==> run_1/clk_routes.png <==
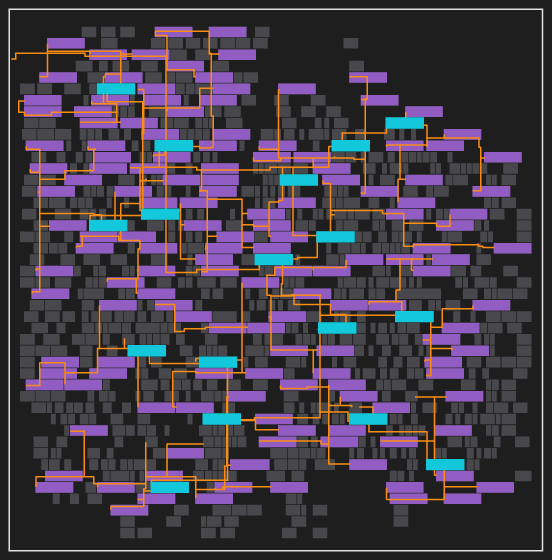
==> run_1/io_fan.png <==
Scale bar: 50 um.
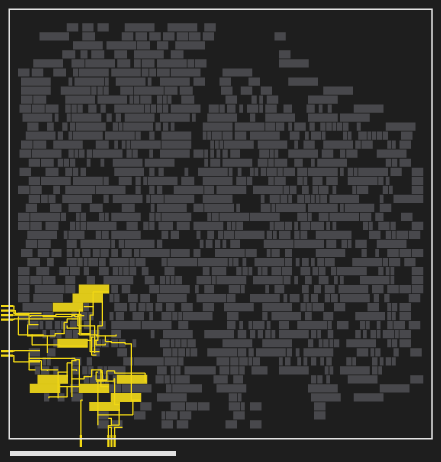
==> run_1/layer_met1.png <==
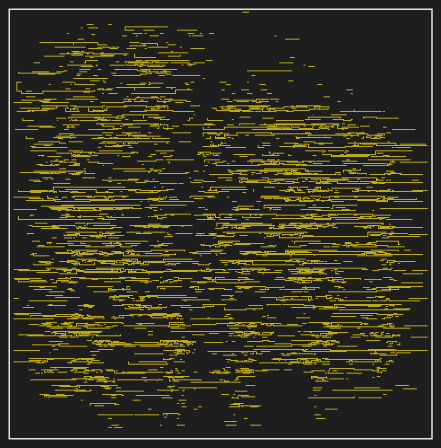
`config.mk`:
```
export PLATFORM = sky130hd
export DESIGN_NAME = debug_unit
export DESIGN_NICKNAME = d
export VERILOG_FILES = /design/src/rtl/debug_pkg.sv /design/src/rtl/debug_tx_serializer.sv /design/src/rtl/debug_unit.sv
export SDC_FILE = /design/constraint.sdc
export NUM_CORES = 1
export LEC_CHECK = 0
export CORE_AREA = 2 2 125 127
export DETAILED_ROUTE_END_ITERATION = 8
export DIE_AREA = 0 0 127 129
export PLACE_DENSITY = 0.74
export SYNTH_ARGS = -nofsm -noshare
export SYNTH_HDL_FRONTEND = slang
export SYNTH_SLANG_ARGS = --single-unit
```
`constraint.sdc`:
```
create_clock -name clk -period 4.7 [get_ports clk]
set_input_delay 0.705 -clock clk [delete_from_list [all_inputs] [get_ports clk]]
set_output_delay 0.705 -clock clk [all_outputs]
set_load 0.03 [all_outputs]
```
`src/rtl/debug_pkg.sv`:
```
`default_nettype none
// ============================================================================
// Module      : debug_pkg
// Description : Shared constants and state encodings for the UART debug unit.
// Revision    : 1.0 - initial parametrised release
// ============================================================================
package debug_pkg;

  // Host command bytes
  localparam logic [7:0] CMD_START      = 8'h01;
  localparam logic [7:0] CMD_CONTINUOUS = 8'h02;
  localparam logic [7:0] CMD_STEP_MODE  = 8'h03;
  localparam logic [7:0] CMD_REPROGRAM  = 8'h05;
  localparam logic [7:0] CMD_STEP       = 8'h06;

  // All-ones halt instruction; sliced down to the datapath width (LEN <= 256)
  localparam logic [255:0] HALT_WORD = '1;

  // Controller state encoding, also driven on the mode LEDs
  typedef enum logic [2:0] {
    ST_IDLE      = 3'd0,
    ST_LOAD      = 3'd1,
    ST_READY     = 3'd2,
    ST_RUN       = 3'd3,
    ST_STEP_WAIT = 3'd4,
    ST_STEP      = 3'd5,
    ST_SEND      = 3'd6
  } state_e;

  // Byte serializer state encoding
  typedef enum logic [1:0] {
    SER_IDLE  = 2'd0,
    SER_ISSUE = 2'd1,
    SER_WAIT  = 2'd2
  } ser_state_e;

endpackage
`default_nettype wire

```
`src/rtl/debug_tx_serializer.sv`:
```
`default_nettype none
// ============================================================================
// Module      : debug_tx_serializer
// Description : Sends one LEN-bit word as LEN/8 bytes, MSB first, over the
//               UART tx_start/tx_done handshake and flags word completion.
// Revision    : 1.0 - initial parametrised release
// ============================================================================
module debug_tx_serializer
  import debug_pkg::*;
#(
  parameter int LEN = 32
) (
  input  logic           clk,
  input  logic           reset,
  input  logic [LEN-1:0] word_i,
  input  logic           start_i,
  input  logic           tx_done_i,
  output logic [7:0]     tx_data_o,
  output logic           tx_start_o,
  output logic           word_done_o
);

  localparam int BYTES  = LEN / 8;
  localparam int BCNT_W = (BYTES > 1) ? $clog2(BYTES) : 1;
  localparam logic [BCNT_W-1:0] BCNT_LAST = BCNT_W'(BYTES - 1);

  ser_state_e        state_q, state_d;
  logic [LEN-1:0]    shift_q, shift_d;
  logic [BCNT_W-1:0] cnt_q, cnt_d;

  // State, shift register and byte counter; reset drops any byte in flight
  always_ff @(posedge clk or negedge reset) begin
    if (!reset) begin
      state_q <= SER_IDLE;
      shift_q <= '0;
      cnt_q   <= '0;
    end else begin
      state_q <= state_d;
      shift_q <= shift_d;
      cnt_q   <= cnt_d;
    end
  end

  // First byte goes out in the start cycle straight from word_i so the caller's
  // word is sampled exactly when its first tx_start is raised.
  always_comb begin
    state_d     = state_q;
    shift_d     = shift_q;
    cnt_d       = cnt_q;
    tx_start_o  = 1'b0;
    tx_data_o   = shift_q[LEN-1 -: 8];
    word_done_o = 1'b0;
    case (state_q)
      SER_IDLE: begin
        tx_data_o = 8'h00;
        if (start_i) begin
          tx_start_o = 1'b1;
          tx_data_o  = word_i[LEN-1 -: 8];
          shift_d    = word_i;
          cnt_d      = '0;
          state_d    = SER_WAIT;
        end
      end
      SER_ISSUE: begin
        tx_start_o = 1'b1;
        state_d    = SER_WAIT;
      end
      SER_WAIT: begin
        if (tx_done_i) begin
          if (cnt_q == BCNT_LAST) begin
            word_done_o = 1'b1;
            state_d     = SER_IDLE;
          end else begin
            shift_d = shift_q << 8;
            cnt_d   = cnt_q + BCNT_W'(1);
            state_d = SER_ISSUE;
          end
        end
      end
      default: state_d = SER_IDLE;
    endcase
  end

endmodule
`default_nettype wire

```
`src/rtl/debug_unit.sv`:
```
`default_nettype none
// ============================================================================
// Module      : debug_unit
// Description : UART-driven debug controller: loads instruction memory, runs
//               the pipeline continuously or stepwise and returns dump frames.
// Revision    : 1.0 - initial parametrised release
// ============================================================================
module debug_unit
  import debug_pkg::*;
#(
  parameter  int LEN      = 32,
  parameter  int ADDR_W   = 10,
  parameter  int NUM_DUMP = 8,
  localparam int SEL_W    = (NUM_DUMP > 1) ? $clog2(NUM_DUMP) : 1
) (
  input  logic              clk,
  input  logic              reset,
  input  logic [7:0]        uart_rx_data,
  input  logic              uart_rx_valid,
  output logic [7:0]        uart_tx_data,
  output logic              uart_tx_start,
  input  logic              uart_tx_done,
  input  logic              halt,
  output logic [SEL_W-1:0]  dump_sel,
  input  logic [LEN-1:0]    dump_data,
  output logic              pipe_enable,
  output logic              pipe_reset,
  output logic              imem_we,
  output logic [ADDR_W-1:0] imem_addr,
  output logic [LEN-1:0]    imem_wdata,
  output logic [2:0]        mode
);

  localparam int BYTES  = LEN / 8;
  localparam int BCNT_W = (BYTES > 1) ? $clog2(BYTES) : 1;
  localparam logic [BCNT_W-1:0] BCNT_LAST = BCNT_W'(BYTES - 1);
  localparam logic [ADDR_W-1:0] ADDR_LAST = '1;
  localparam logic [SEL_W-1:0]  SEL_LAST  = SEL_W'(NUM_DUMP - 1);
  localparam logic [LEN-1:0]    HALT      = HALT_WORD[LEN-1:0];

  state_e            state_q, state_d;
  state_e            ret_q, ret_d;
  logic [LEN-1:0]    cycle_q, cycle_d;
  logic [ADDR_W-1:0] addr_q, addr_d;
  logic [LEN-1:0]    wdata_q, wdata_d;
  logic              we_q, we_d;
  logic [LEN-1:0]    word_q, word_d;
  logic [BCNT_W-1:0] bcnt_q, bcnt_d;
  logic              preset_q, preset_d;
  logic [SEL_W-1:0]  sel_q, sel_d;
  logic              cnt_phase_q, cnt_phase_d;
  logic              pending_q, pending_d;

  logic              run_en;
  logic              ser_start;
  logic              ser_done;
  logic [LEN-1:0]    ser_word;
  logic [LEN-1:0]    word_next;

  assign run_en    = (state_q == ST_RUN) || (state_q == ST_STEP);
  assign word_next = (word_q << 8) | LEN'(uart_rx_data);
  assign ser_word  = cnt_phase_q ? cycle_q : dump_data;

  debug_tx_serializer #(
    .LEN (LEN)
  ) u_ser (
    .clk         (clk),
    .reset       (reset),
    .word_i      (ser_word),
    .start_i     (ser_start),
    .tx_done_i   (uart_tx_done),
    .tx_data_o   (uart_tx_data),
    .tx_start_o  (uart_tx_start),
    .word_done_o (ser_done)
  );

  // Controller registers; reset aborts any load, run or frame in progress
  always_ff @(posedge clk or negedge reset) begin
    if (!reset) begin
      state_q     <= ST_IDLE;
      ret_q       <= ST_IDLE;
      cycle_q     <= '0;
      addr_q      <= '0;
      wdata_q     <= '0;
      we_q        <= 1'b0;
      word_q      <= '0;
      bcnt_q      <= '0;
      preset_q    <= 1'b0;
      sel_q       <= '0;
      cnt_phase_q <= 1'b0;
      pending_q   <= 1'b0;
    end else begin
      state_q     <= state_d;
      ret_q       <= ret_d;
      cycle_q     <= cycle_d;
      addr_q      <= addr_d;
      wdata_q     <= wdata_d;
      we_q        <= we_d;
      word_q      <= word_d;
      bcnt_q      <= bcnt_d;
      preset_q    <= preset_d;
      sel_q       <= sel_d;
      cnt_phase_q <= cnt_phase_d;
      pending_q   <= pending_d;
    end
  end

  // Command decode, program load, run control and frame sequencing
  always_comb begin
    state_d     = state_q;
    ret_d       = ret_q;
    cycle_d     = cycle_q;
    addr_d      = addr_q;
    wdata_d     = wdata_q;
    we_d        = 1'b0;
    word_d      = word_q;
    bcnt_d      = bcnt_q;
    preset_d    = 1'b0;
    sel_d       = sel_q;
    cnt_phase_d = cnt_phase_q;
    pending_d   = pending_q;
    ser_start   = 1'b0;

    if (run_en) begin
      cycle_d = cycle_q + LEN'(1);
    end

    case (state_q)
      ST_IDLE: begin
        if (uart_rx_valid && uart_rx_data == CMD_START) begin
          state_d  = ST_LOAD;
          preset_d = 1'b1;
          addr_d   = '0;
          cycle_d  = '0;
          bcnt_d   = '0;
          word_d   = '0;
        end
      end
      ST_LOAD: begin
        // Cycle after a write: advance the address (saturating) and leave on
        // the halt word or once the top address has been written.
        if (we_q) begin
          if (wdata_q == HALT || addr_q == ADDR_LAST) begin
            state_d = ST_READY;
          end
          if (addr_q != ADDR_LAST) begin
            addr_d = addr_q + ADDR_W'(1);
          end
        end
        if (uart_rx_valid) begin
          word_d = word_next;
          if (bcnt_q == BCNT_LAST) begin
            we_d    = 1'b1;
            wdata_d = word_next;
            bcnt_d  = '0;
          end else begin
            bcnt_d = bcnt_q + BCNT_W'(1);
          end
        end
      end
      ST_READY: begin
        if (uart_rx_valid) begin
          if (uart_rx_data == CMD_CONTINUOUS) begin
            state_d = ST_RUN;
          end else if (uart_rx_data == CMD_STEP_MODE) begin
            state_d = ST_STEP_WAIT;
          end else if (uart_rx_data == CMD_REPROGRAM) begin
            state_d  = ST_LOAD;
            preset_d = 1'b1;
            addr_d   = '0;
            cycle_d  = '0;
            bcnt_d   = '0;
            word_d   = '0;
          end
        end
      end
      ST_RUN: begin
        if (halt) begin
          state_d     = ST_SEND;
          ret_d       = ST_READY;
          cnt_phase_d = 1'b1;
          sel_d       = '0;
          pending_d   = 1'b1;
        end
      end
      ST_STEP_WAIT: begin
        if (uart_rx_valid) begin
          if (uart_rx_data == CMD_STEP) begin
            state_d = ST_STEP;
          end else if (uart_rx_data == CMD_REPROGRAM) begin
            state_d  = ST_LOAD;
            preset_d = 1'b1;
            addr_d   = '0;
            cycle_d  = '0;
            bcnt_d   = '0;
            word_d   = '0;
          end
        end
      end
      ST_STEP: begin
        state_d     = ST_SEND;
        ret_d       = halt ? ST_READY : ST_STEP_WAIT;
        cnt_phase_d = 1'b1;
        sel_d       = '0;
        pending_d   = 1'b1;
      end
      ST_SEND: begin
        // Counter word first, then dump words 0..NUM_DUMP-1
        if (pending_q) begin
          ser_start = 1'b1;
          pending_d = 1'b0;
        end
        if (ser_done) begin
          if (cnt_phase_q) begin
            cnt_phase_d = 1'b0;
            pending_d   = 1'b1;
          end else if (sel_q == SEL_LAST) begin
            sel_d   = '0;
            state_d = ret_q;
          end else begin
            sel_d     = sel_q + SEL_W'(1);
            pending_d = 1'b1;
          end
        end
      end
      default: state_d = ST_IDLE;
    endcase
  end

  assign dump_sel    = sel_q;
  assign pipe_enable = run_en;
  assign pipe_reset  = preset_q;
  assign imem_we     = we_q;
  assign imem_addr   = addr_q;
  assign imem_wdata  = wdata_q;
  assign mode        = state_q;

endmodule
`default_nettype wire

```
==> flow_summary.toml, run 1 <==
# synthesis and place-and-route metrics
[synth]
synthAdderAreaFrac = 0.0102
yosysChipArea_um2 = 7390
yosys.area_share.simple = 0.179
ys.flops = 148
synth_cells = 757
fp_nets = 808
aoi_share = 0.119
top_logic_kind = "simple AND/OR/NAND/NOR gates"
ys_types = 61
yosys_warnings = 0
synth-edff-count = 0
xor_share = 0.0390
postSynth.asyncResetShare = 1.00
synthMuxAreaShare = 0.103
yosys_most_used_dff = "dfrtp_1"
avgSynthCellArea_um2 = 9.76
yosysSeqAreaShare = 0.501
yosys_cells = 757
syn-cell-area_um2 = 7390

[clock_tree]
cts_setup_buffers = 0
numCtsBuffers = 17
cts_root_buf = "clkbuf_16"
clkSinkCount = 148
cts.reportedPaths.clkPinSlew_ns = 0.06
clock_path_buffers = 2
cts_tree = "built"
cts_max_level = 4
cts-resized-gates = 0
cts_hold_buf = 0

[sta]
period_used_share = 0.773
hold_viol = 0
finalSetupViolations = 0
tightest_slew_ns = 1.19
slew_headroom = 0.206
setup_tns_ns = 0
period_minus_slack_ns = 3.64
fmax_mhz = 275
slew_violations = 0
rsz0062_at_grt = "no"

[drt]
drtPass1Iterations = 5
first_iter_violations = 470
drt-wirelength-per-cell_um = 17.0
antenna_left = 0
viasPerCell = 5.74
drcViolationCount = 0

[final_layout]
area_delta_synth_final_pct = 22.6
drive_gt1_frac = 0.106
num-fill-cells = 1284
nNetsFinal = 888
n_antenna_cell = 0
stdcell_area_um2 = 9060

[global_routing]
grt_max_degree = 114
grt_pass1_wl_um = 29000
gr-total-overflow = 0
grt_pass1_vias = 5891
grt_use_total = 0.223
antenna_found_initial = 0

[worst_setup_path]
cp.arrival_ns = 2.93
cp_cell_sequence = "and3b_1 > nand3_1 > o21ai_0 > clkdlybuf4s50_1"
criticalPathCategory = "reg -> out"
slowest_delay_ns = 0.86
cp_max_fo = 24
critPathTopFamily = "flip-flops"
cp_num_buf_inv = 1
worst_setup_path_end_kind = "primary output"
cp-start-kind = "flip-flop"
cp.required_ns = 3.99
cp_slowest_cell = "dfrtp_1"

[hold_path]
hold_class = "in -> async"

[power]
p_per_area_nw_per_um2 = 555
ir_worst_vdd_mv = 0.321
p_leak_uw = 0.00406

[placement]
dp_hpwl_um = 11900
place_area_um2 = 8500
routabilityCongestion = 0.827

[die]
die_h_um = 129
fp_util = 0.493
die_w_um = 127
rows = 45
dieArea_um2 = 16400
coreArea_um2 = 15000

[job]
warnings = 28
maxCapViolCount = 0

[outcome]
status = "finished clean"
About clk_routes.png:
legend:
  purple:
    item: flip-flops
    count: 148
  orange:
    item: clock wires
    length: 1870 um
  cyan:
    item: clock drivers
    count: 17
flops lie: spread over the die
routed clock nets: 18
clk_lat worst skew: 0.43 ns
Clock Skews: 0.00700 ns
Clock net power: 1290 uW
Clock power frac: 0.256

About io_fan.png:
legend:
  yellow:
    port: imem_addr
    bits: 10
    direction: output
    end_cells: 10
    wire: 502 um
Port Buf Inserts: 104
I/O pin count: 105

About layer_met1.png:
wire length on this layer: 7900 um
share of all routed wire: 45%
met1 Track Usage GR: 0.290
WL final: 17700 um
Vias: 5960

[run 1: cells in the final DEF (no fill, tap or decap), types with 6 or more instances in the layout]
cell type,Yosys,routed
nand3_1,40,40
a21oi_1,38,38
a21o_1,6,6
inv_1,37,37
mux2_2,34,34
nor4_1,14,14
o21ai_0,72,72
dfrtp_1,148,147
a31oi_1,6,6
mux2i_1,34,34
xnor2_1,27,27
nor3_1,13,13
nor2_1,70,70
clkinv_4,0,6
nand2_1,57,57
o31ai_1,10,10
ha_1,6,6
clkbuf_16,0,17
nand4_1,19,19
clkdlybuf4s50_1,0,103
[run 1: synthesized netlist by cell type, types with 10 or more instances]
cell / instances / area, um2
a21oi_1: 38 / 190
clkbuf_1: 24 / 90.1
nor4_1: 14 / 87.6
nand3_1: 40 / 200
buf_2: 14 / 70.1
nand4_1: 19 / 119
nor3_1: 13 / 65.1
inv_1: 37 / 139
xnor2_1: 27 / 236
dfrtp_1: 148 / 3700
mux2i_1: 34 / 340
nand2_1: 57 / 214
o31ai_1: 10 / 75.1
o21ai_0: 72 / 360
mux2_2: 34 / 383
nor2_1: 70 / 263
[run 1: worst paths after layout]
kind / from / endpoint / slack, ns / cells after the start
min in group clk: u_ser.shift_q[29] / u_ser.shift_q[29] / 0.48 / 2
max in group asynchronous: reset / cycle_q[10] / 3.19 / 2
worst max-delay path: mode[2] / uart_tx_data[5] / 1.06 / 4
worst min register to register: u_ser.shift_q[29] / u_ser.shift_q[29] / 0.48 / 2
worst min-delay path: reset / u_ser.shift_q[27] / 0.43 / 1
worst max register to register: mode[2] / bcnt_q[0] / 1.59 / 6
[run 1: metrics by stage]
| stage | instances | hold slack (ns) | total power, uW | util | setup slack [ns] |
|---|---|---|---|---|---|
| 2_1_floorplan | 757 | 0.409 | 3150 | - | 2.19 |
| 3_3_place_gp | 1006 | 0.462 | 3680 | 0.568 | 1.47 |
| 3_5_place_dp | 1006 | 0.471 | 3760 | 0.568 | 1.39 |
| 4_1_cts | 1038 | 0.480 | 5060 | 0.605 | 1.10 |
| 5_1_grt | 1038 | 0.506 | 5330 | 0.605 | 0.919 |
| 6_report | 1038 | 0.430 | 5030 | 0.605 | 1.06 |
[run 1: report_power, final]
group          switching (uW)  internal, uW
Sequential                487          1660
Combinational             888           710
Clock                     556           731
[run 1: flip-flops by register name (all words and copies together), names as in the netlist, 3 cells and up]
| name | flops |
|---|---|
| cycle_q | 32 |
| imem_wdata | 32 |
| u_ser.shift_q | 32 |
| word_q | 24 |
| imem_addr | 10 |
| dump_sel | 3 |
| mode | 3 |
[run 1: layout make-up]
type	count	area [um2]	area share
clock inverter	14	130	0.0144
timing repair buffer	109	1080	0.119
clock buffer	18	429	0.0474
inverter	38	143	0.0157
multi-input combinational	523	3340	0.368
tap	188	235	0.0260
sequential	148	3700	0.409
[run 1: per-layer routing]
layer	vias up	part of all wire	GRT usage
met5	-	0	0
met2	158	0.49	0.367
met4	0	0.019	0.0802
li1	2830	-	-
met3	28	0.042	0.0541
met1	2944	0.45	0.290
==> run 1 -> run 2 <==
--- a/config.mk
+++ b/config.mk
@@ -8,7 +8,7 @@
 export CORE_AREA = 2 2 125 127
 export DETAILED_ROUTE_END_ITERATION = 8
 export DIE_AREA = 0 0 127 129
-export PLACE_DENSITY = 0.74
+export PLACE_DENSITY = 0.77
 export SYNTH_ARGS = -nofsm -noshare
 export SYNTH_HDL_FRONTEND = slang
 export SYNTH_SLANG_ARGS = --single-unit
==> constraint.sdc (replaced) <==
create_clock -name clk -period 3.2 [get_ports clk]
set_input_delay 0.48 -clock clk [delete_from_list [all_inputs] [get_ports clk]]
set_output_delay 0.48 -clock clk [all_outputs]
set_load 0.03 [all_outputs]
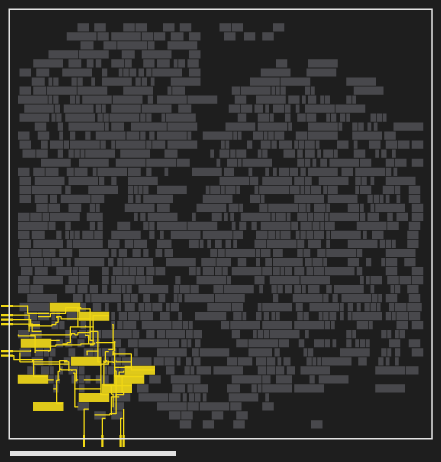
(run_2/io_fan.png)
Scale bar: 50 um.
legend:
  yellow:
    port: imem_addr
    bits: 10
    direction: output
    end_cells: 10
    wire: 498 um

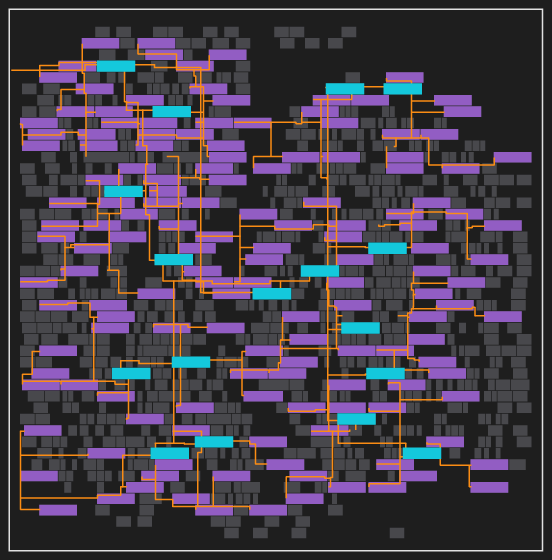
(run_2/clk_routes.png)
Clock Skews: 0.0104 ns
Clock power frac: 0.270
Clock net power: 2030 uW

==> run 2 against run 1 <==
  * Synthesized cell count is the same
  * Register-to-register slack lost 0.76 ns
  * Clock power grew 57%
  * Core utilization grew 0.99 points
  * Count of clock-buffer cells in the layout is the same
  * Via count shrank 0.74%
  * Sequential power grew about 40%
  * Die area is the same
  * Flip-flop count is the same
  * Setup slack lost 0.88 ns
  * Global-route usage grew 0.19 points
==> flow_summary.toml, run 2 <==
# synthesis and place-and-route metrics
[job]
warnings = 26
maxCapViolCount = 0

[final_layout]
num-fill-cells = 1257
finish.utilization = 0.615
area_delta_synth_final_pct = 24.6
lay_top_count = "dfrtp_1"
lay_top_cells = "dfrtp_1 (147), clkdlybuf4s50_1 (102), o21ai_0 (72), nor2_1 (70), nand2_1 (57)"
final_cells = 1048

[worst_setup_path]
cp.required_ns = 2.72
criticalPathCategory = "reg -> out"
cp_slowest_cell = "clkdlybuf4s50_1"
cp_max_fo = 8
cp_cell_sequence = "and3b_1 > nand3_1 > o21ai_0 > clkdlybuf4s50_1"
slowest_delay_ns = 0.71
worst_setup_path_end_kind = "primary output"
critPathTopFamily = "buffers and inverters"

[placement]
place_area_um2 = 8600
routabilityCongestion = 0.825
dp_hpwl_um = 11900
placedCellCount = 1016

[synth]
synth-edff-count = 0
yosys_cells = 757
yosys_warnings = 0
common_cells = "dfrtp_1 (148), o21ai_0 (72), nor2_1 (70)"
yosysTopAreaCell = "dfrtp_1"
syn-cell-area_um2 = 7390
synthTopCellsByArea = "dfrtp_1 (50%), mux2_2 (5.2%), o21ai_0 (4.9%)"
synth_cells = 757
synth_top_area_share = 0.501
postSynth.asyncResetShare = 1.00
yosysMostFrequentCell = "dfrtp_1"
avgSynthCellArea_um2 = 9.76
fp_nets = 808

[sta]
setup_tns_ns = 0
finalSetupViolations = 0
hold_viol = 0
slew_violations = 0
tightest_slew_ns = 0.823
slew_headroom = 0.451
rsz0062_at_grt = "no"
period_minus_slack_ns = 3.01
fmax_mhz = 332

[global_routing]
grt_pass1_wl_um = 29300
grt_pass1_vias = 5793
gr-total-overflow = 0

[die]
dieArea_um2 = 16400
die_w_um = 127
die_h_um = 129
coreArea_um2 = 15000
rows = 45

[drt]
wirelength_um = 17700
drcViolationCount = 0
vias = 5916
drt-wirelength-per-cell_um = 16.9
antenna_left = 0
drtPass1Iterations = 5

[power]
p_sw_frac = 0.377
p_total_uw = 7540
p_per_area_nw_per_um2 = 819
switchingPower_uw = 2840
power.internal_uw = 4700
ir_worst_vdd_mv = 0.386
p_leak_uw = 0.00415
p_seq_frac = 0.398

[clock_tree]
clock_path_buffers = 2
cts_hold_buf = 0
worstSkewPairLatency_ns = 0.43
numCtsBuffers = 17
cts_tree = "built"
clkSinkCount = 148
cts_root_buf = "clkbuf_16"

[hold_path]
hold_class = "in -> async"

[outcome]
status = "finished clean"
-- run 2: netlist changes by cell type in the layout (fill, tap and decap cells not counted), moves of 2 or more --
cell and change:
buf_12 +2, clkinv_4 -3, inv_6 +2, clkinv_2 -3, inv_8 +2, buf_4 +8
-- run 2: cell families after synthesis --
family | after synthesis | share of synthesized area
buffers and inverters | 86 | 0.0481
XOR/XNOR | 32 | 0.0390
multiplexers | 71 | 0.103
adder cells (fa/ha/maj) | 6 | 0.0102
flip-flops | 148 | 0.501
AND/OR/NAND/NOR | 262 | 0.179
AND-OR/OR-AND | 152 | 0.119
-- run 2: final timing paths --
| kind | from | endpoint | depth (start not counted) |
|---|---|---|---|
| max | mode[1] | uart_tx_data[5] | 4 |
| min | reset | u_ser.shift_q[28] | 1 |
| max reg2reg | mode[1] | mode[0] | 6 |
| min reg2reg | u_ser.shift_q[28] | u_ser.shift_q[28] | 2 |
| max in group asynchronous | reset | cycle_q[17] | 2 |
| min in group clk | u_ser.shift_q[28] | u_ser.shift_q[28] | 2 |
-- run 2: through the flow --
stage / hold WS [ns] / setup slack [ns]
CTS: 0.150 / 0.188
global placement: 0.461 / 0.533
floorplan: 0.184 / 0.913
finish: 0.117 / 0.186
detailed placement: 0.466 / 0.452
global route: 0.191 / 0.0172
-- run 2: area by class of cell --
type                            count  area, um2  area share
Sequential cell                   148       3700       0.402
Multi-Input combinational cell    523       3340       0.362
Timing Repair Buffer              119       1180       0.128
Clock buffer                       18        439      0.0477
Tap cell                          188        235      0.0255
Clock inverter                     14        166      0.0181
Inverter                           38        143      0.0155
-- run 2: routing by layer --
metal	up-vias	routed length (um)	GRT usage
li1	2853	-	-
met1	2849	7910	0.305
met2	185	8430	0.359
met3	29	922	0.0428
met4	0	402	0.0937
met5	-	0	0
-- run 2: what timing repair did --
action                                  in CTS  in global routing
gates resized                                0                  1
buffers inserted                             0                  0
endpoints found under the setup margin       0                  1
-- run 2: power groups by stage --
stage	Clock [uW]	Sequential, uW	Combinational (uW)
final	2030	3000	2510
after global routing	2150	3080	2780
after CTS	2060	2990	2520
after detailed placement	0	3010	2500
after global placement	0	2990	2460
after floorplan	0	3030	1590
==> run 2 -> run 3 <==
--- a/config.mk
+++ b/config.mk
@@ -5,9 +5,10 @@
 export SDC_FILE = /design/constraint.sdc
 export NUM_CORES = 1
 export LEC_CHECK = 0
-export CORE_AREA = 2 2 125 127
+export ABC_AREA = 1
+export CORE_AREA = 2 2 127 129
 export DETAILED_ROUTE_END_ITERATION = 8
-export DIE_AREA = 0 0 127 129
+export DIE_AREA = 0 0 129 131
 export PLACE_DENSITY = 0.77
 export SYNTH_ARGS = -nofsm -noshare
 export SYNTH_HDL_FRONTEND = slang
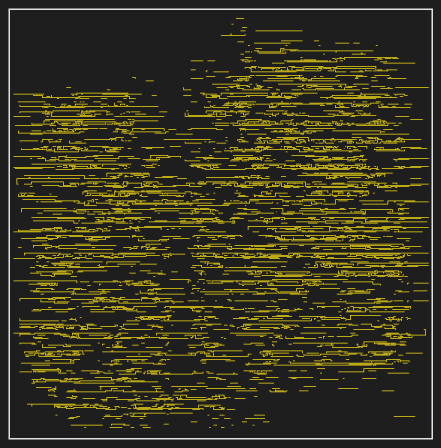
(run_3/layer_met1.png)
nets with wire on the layer: 1046
wire length on this layer: 8910 um
longest straight run: 42.8 um
met1 Track Usage GR: 0.323
WL final: 19500 um
Vias: 6930

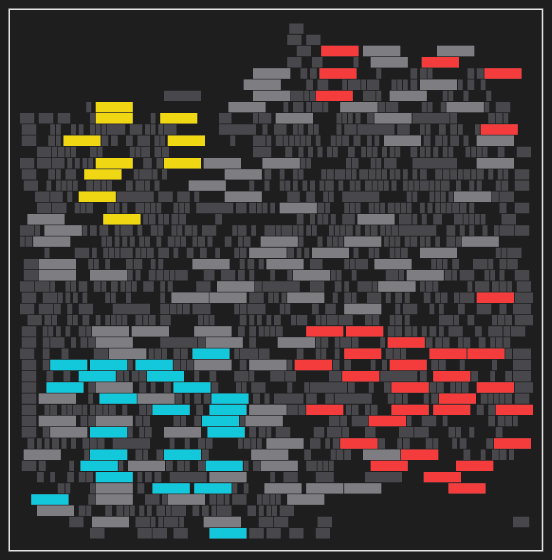
(run_3/flops_by_reg.png)
Other sequential cells in the stronger gray, the rest of the logic in the fainter gray.
legend:
  cyan:
    netlist_name: word_q
    sequential_cells: 24
  yellow:
    netlist_name: imem_addr
    sequential_cells: 10
    where: top left
  red:
    netlist_name: u_ser.shift_q
    sequential_cells: 32
flop share of the area: 0.393
final core utilization: 0.604
Seq. pwr: 3050 uW

==> run 3 against run 2 <==
  * Maximum frequency rose by 2.1%
  * Critical path depth rose by 2
  * Cell area rose by 2.3%
  * The run now ends with hold timing left
  * Highest routed layer unchanged
  * Largest power group is now combinational logic
  * Clock power fell by 7%
==> flow_summary.toml, run 3 <==
# synthesis and place-and-route metrics
[final_layout]
n_antenna_cell = 0
num-fill-cells = 1407
lay_top_cells = "nand2_1 (284), o21ai_0 (151), dfrtp_1 (148), nor2_1 (118), clkdlybuf4s50_1 (96)"
seq_area_um2 = 3700
final_cells = 1334
area_delta_synth_final_pct = 23.6
nNetsFinal = 1156
lay_top_count = "nand2_1"
drive_gt1_frac = 0.0546
combGateArea_um2 = 3380

[worst_setup_path]
r2r_start = "mode[2]"
worst_setup_path_end_kind = "primary output"
reg2reg_slack_ns = 0.79
cp_cell_sequence = "inv_1 > nand3_2 > inv_2 > nand3_1 > o21ai_0 > clkdlybuf4s50_1"
critPathTopFamily = "buffers and inverters"
cp.arrival_ns = 2.47
slowest_delay_ns = 0.69
criticalPathCategory = "reg -> out"
cp_slowest_cell = "clkdlybuf4s50_1"
cp_num_buf_inv = 3
cp.required_ns = 2.72
cp-start-kind = "flip-flop"
reg2reg_to = "imem_wdata[22]"
ff2ff_path_depth = 8
cp_max_fo = 8

[synth]
fp_nets = 1062
yosys_cells = 1011
synthTopCellsByArea = "dfrtp_1 (49%), nand2_1 (14%), o21ai_0 (9.9%)"
yosysChipArea_um2 = 7620
yosysTopAreaCell = "dfrtp_1"
aoi_share = 0.124
avgSynthCellArea_um2 = 7.54
synth_cells = 1011
synth_top_area_share = 0.486
yosysSeqAreaShare = 0.486
common_cells = "nand2_1 (284), o21ai_0 (151), dfrtp_1 (148)"
postSynth.asyncResetShare = 1.00
synth-edff-count = 0
ys_types = 35
ys.flops = 148
top_logic_kind = "simple AND/OR/NAND/NOR gates"
xor_share = 0.0230
yosys.area_share.simple = 0.282
yosysMostFrequentCell = "nand2_1"
synthMuxAreaShare = 0.00394
syn-cell-area_um2 = 7620
yosys_most_used_dff = "dfrtp_1"
yosys_warnings = 0

[die]
dieArea_um2 = 16900
boundaryPins = 105
coreArea_um2 = 15600
die_w_um = 129
fp_util = 0.489
rows = 46
die_h_um = 131

[drt]
antenna_left = 0
drcViolationCount = 0
drt-wirelength-per-cell_um = 14.6
drtPass1Iterations = 6
viasPerCell = 5.19
first_iter_violations = 529

[hold_path]
hold_class = "in -> async"

[job]
warnings = 26

[placement]
io_buffers = 104
dp_hpwl_um = 13700
placedCellCount = 1302
routabilityCongestion = 0.962

[power]
ir_worst_vdd_mv = 0.459
p_per_area_nw_per_um2 = 904
p_leak_uw = 0.00447

[clock_tree]
worstSkewPairLatency_ns = 0.43
cts_hold_buf = 0
clock_path_buffers = 2
cts_tree = "built"
cts_root_buf = "clkbuf_16"
cts.reportedPaths.clkPinSlew_ns = 0.06
numCtsBuffers = 17
cts_max_level = 4

[outcome]
status = "complete, but fails checks"
violations = "hold timing"

[global_routing]
antenna_found_initial = 0
grt_pass1_wl_um = 32100
grt_max_degree = 66
grt_use_total = 0.245
gr-total-overflow = 0
grt_pass1_vias = 6489

[sta]
fmax_mhz = 339
fin_hold_ws_ns = -0.00755
rsz0062_at_grt = "no"
tightest_slew_ns = 0.767
hold_viol = 3
period_used_share = 0.923
period_minus_slack_ns = 2.95
setup_tns_ns = 0
slew_headroom = 0.489
finalSetupViolations = 0
fin_skew_ns = 0.00853
run 3: netlist changes by cell type in the layout (fill, tap and decap cells not counted), moves of 18 or more:
cell	change
o21ai_0	+79
a21oi_1	-29
nor2_1	+48
inv_1	+48
nand3_1	+44
mux2i_1	-31
xnor2_1	-18
mux2_2	-34
nand2_1	+227
run 3: cell families (layout without fill, tap and decap cells):
logic type,after synthesis,in the layout
flops,148,148
fa+ha+maj,6,6
buf+inv,132,239
simple gates,521,521
compound gates,181,181
xor+xnor,20,20
mux,3,3
run 3: stage by stage:
stage	setup WS (ns)	hold WS (ns)	power [uW]	utilization	cell area (um2)
final	0.247	-0.00755	8510	0.604	9420
after global placement	0.535	0.460	6560	0.567	8840
after CTS	0.0665	0.0145	8550	0.603	9400
after global routing	0.0354	0.0220	9190	0.604	9420
after floorplan	0.877	0.184	5560	-	7620
after detailed placement	0.523	0.468	6630	0.567	8840
run 3: metal layers:
layer,vias up,share of wire,global-route usage,routed length (um)
met5,-,0,0,0
li1,3473,-,-,-
met2,201,0.47,0.400,9080
met4,0,0.022,0.0902,421
met3,30,0.055,0.0554,1080
met1,3226,0.46,0.323,8910
run 3: report_power, final:
| part | leakage, uW | switching [uW] | total [uW] | internal, uW |
|---|---|---|---|---|
| clock | 0.000269 | 806 | 1880 | 1080 |
| sequential | 0.00189 | 573 | 3050 | 2480 |
| combinational | 0.00231 | 2370 | 3580 | 1200 |
run 3: worst max path at each step:
stage                     slack, ns  depth (start not counted)  startpoint              end
after CTS                      0.07                          5     mode[1]  uart_tx_data[7]
after detailed placement       0.52                          5     mode[1]  uart_tx_data[7]
after global placement         0.53                          5     mode[2]  uart_tx_data[7]
after floorplan                0.88                          4     mode[1]  uart_tx_data[0]
after global routing           0.04                          5     mode[1]  uart_tx_data[4]
final                          0.25                          6     mode[0]  uart_tx_data[4]
run 3: layout make-up:
cell class | instances | share of cell area
timing repair buffer | 117 | 0.124
tap | 216 | 0.0287
multi-input combinational | 731 | 0.359
clock buffer | 19 | 0.0460
sequential | 148 | 0.393
clock inverter | 13 | 0.0133
inverter | 90 | 0.0359
run 3: what timing repair did:
item / CTS / global route
buffers inserted: 0 / 0
gates resized: 0 / 8
endpoints found under the setup margin: 0 / 8
Power figures rest on the tool's default switching activity, not on a simulated workload.
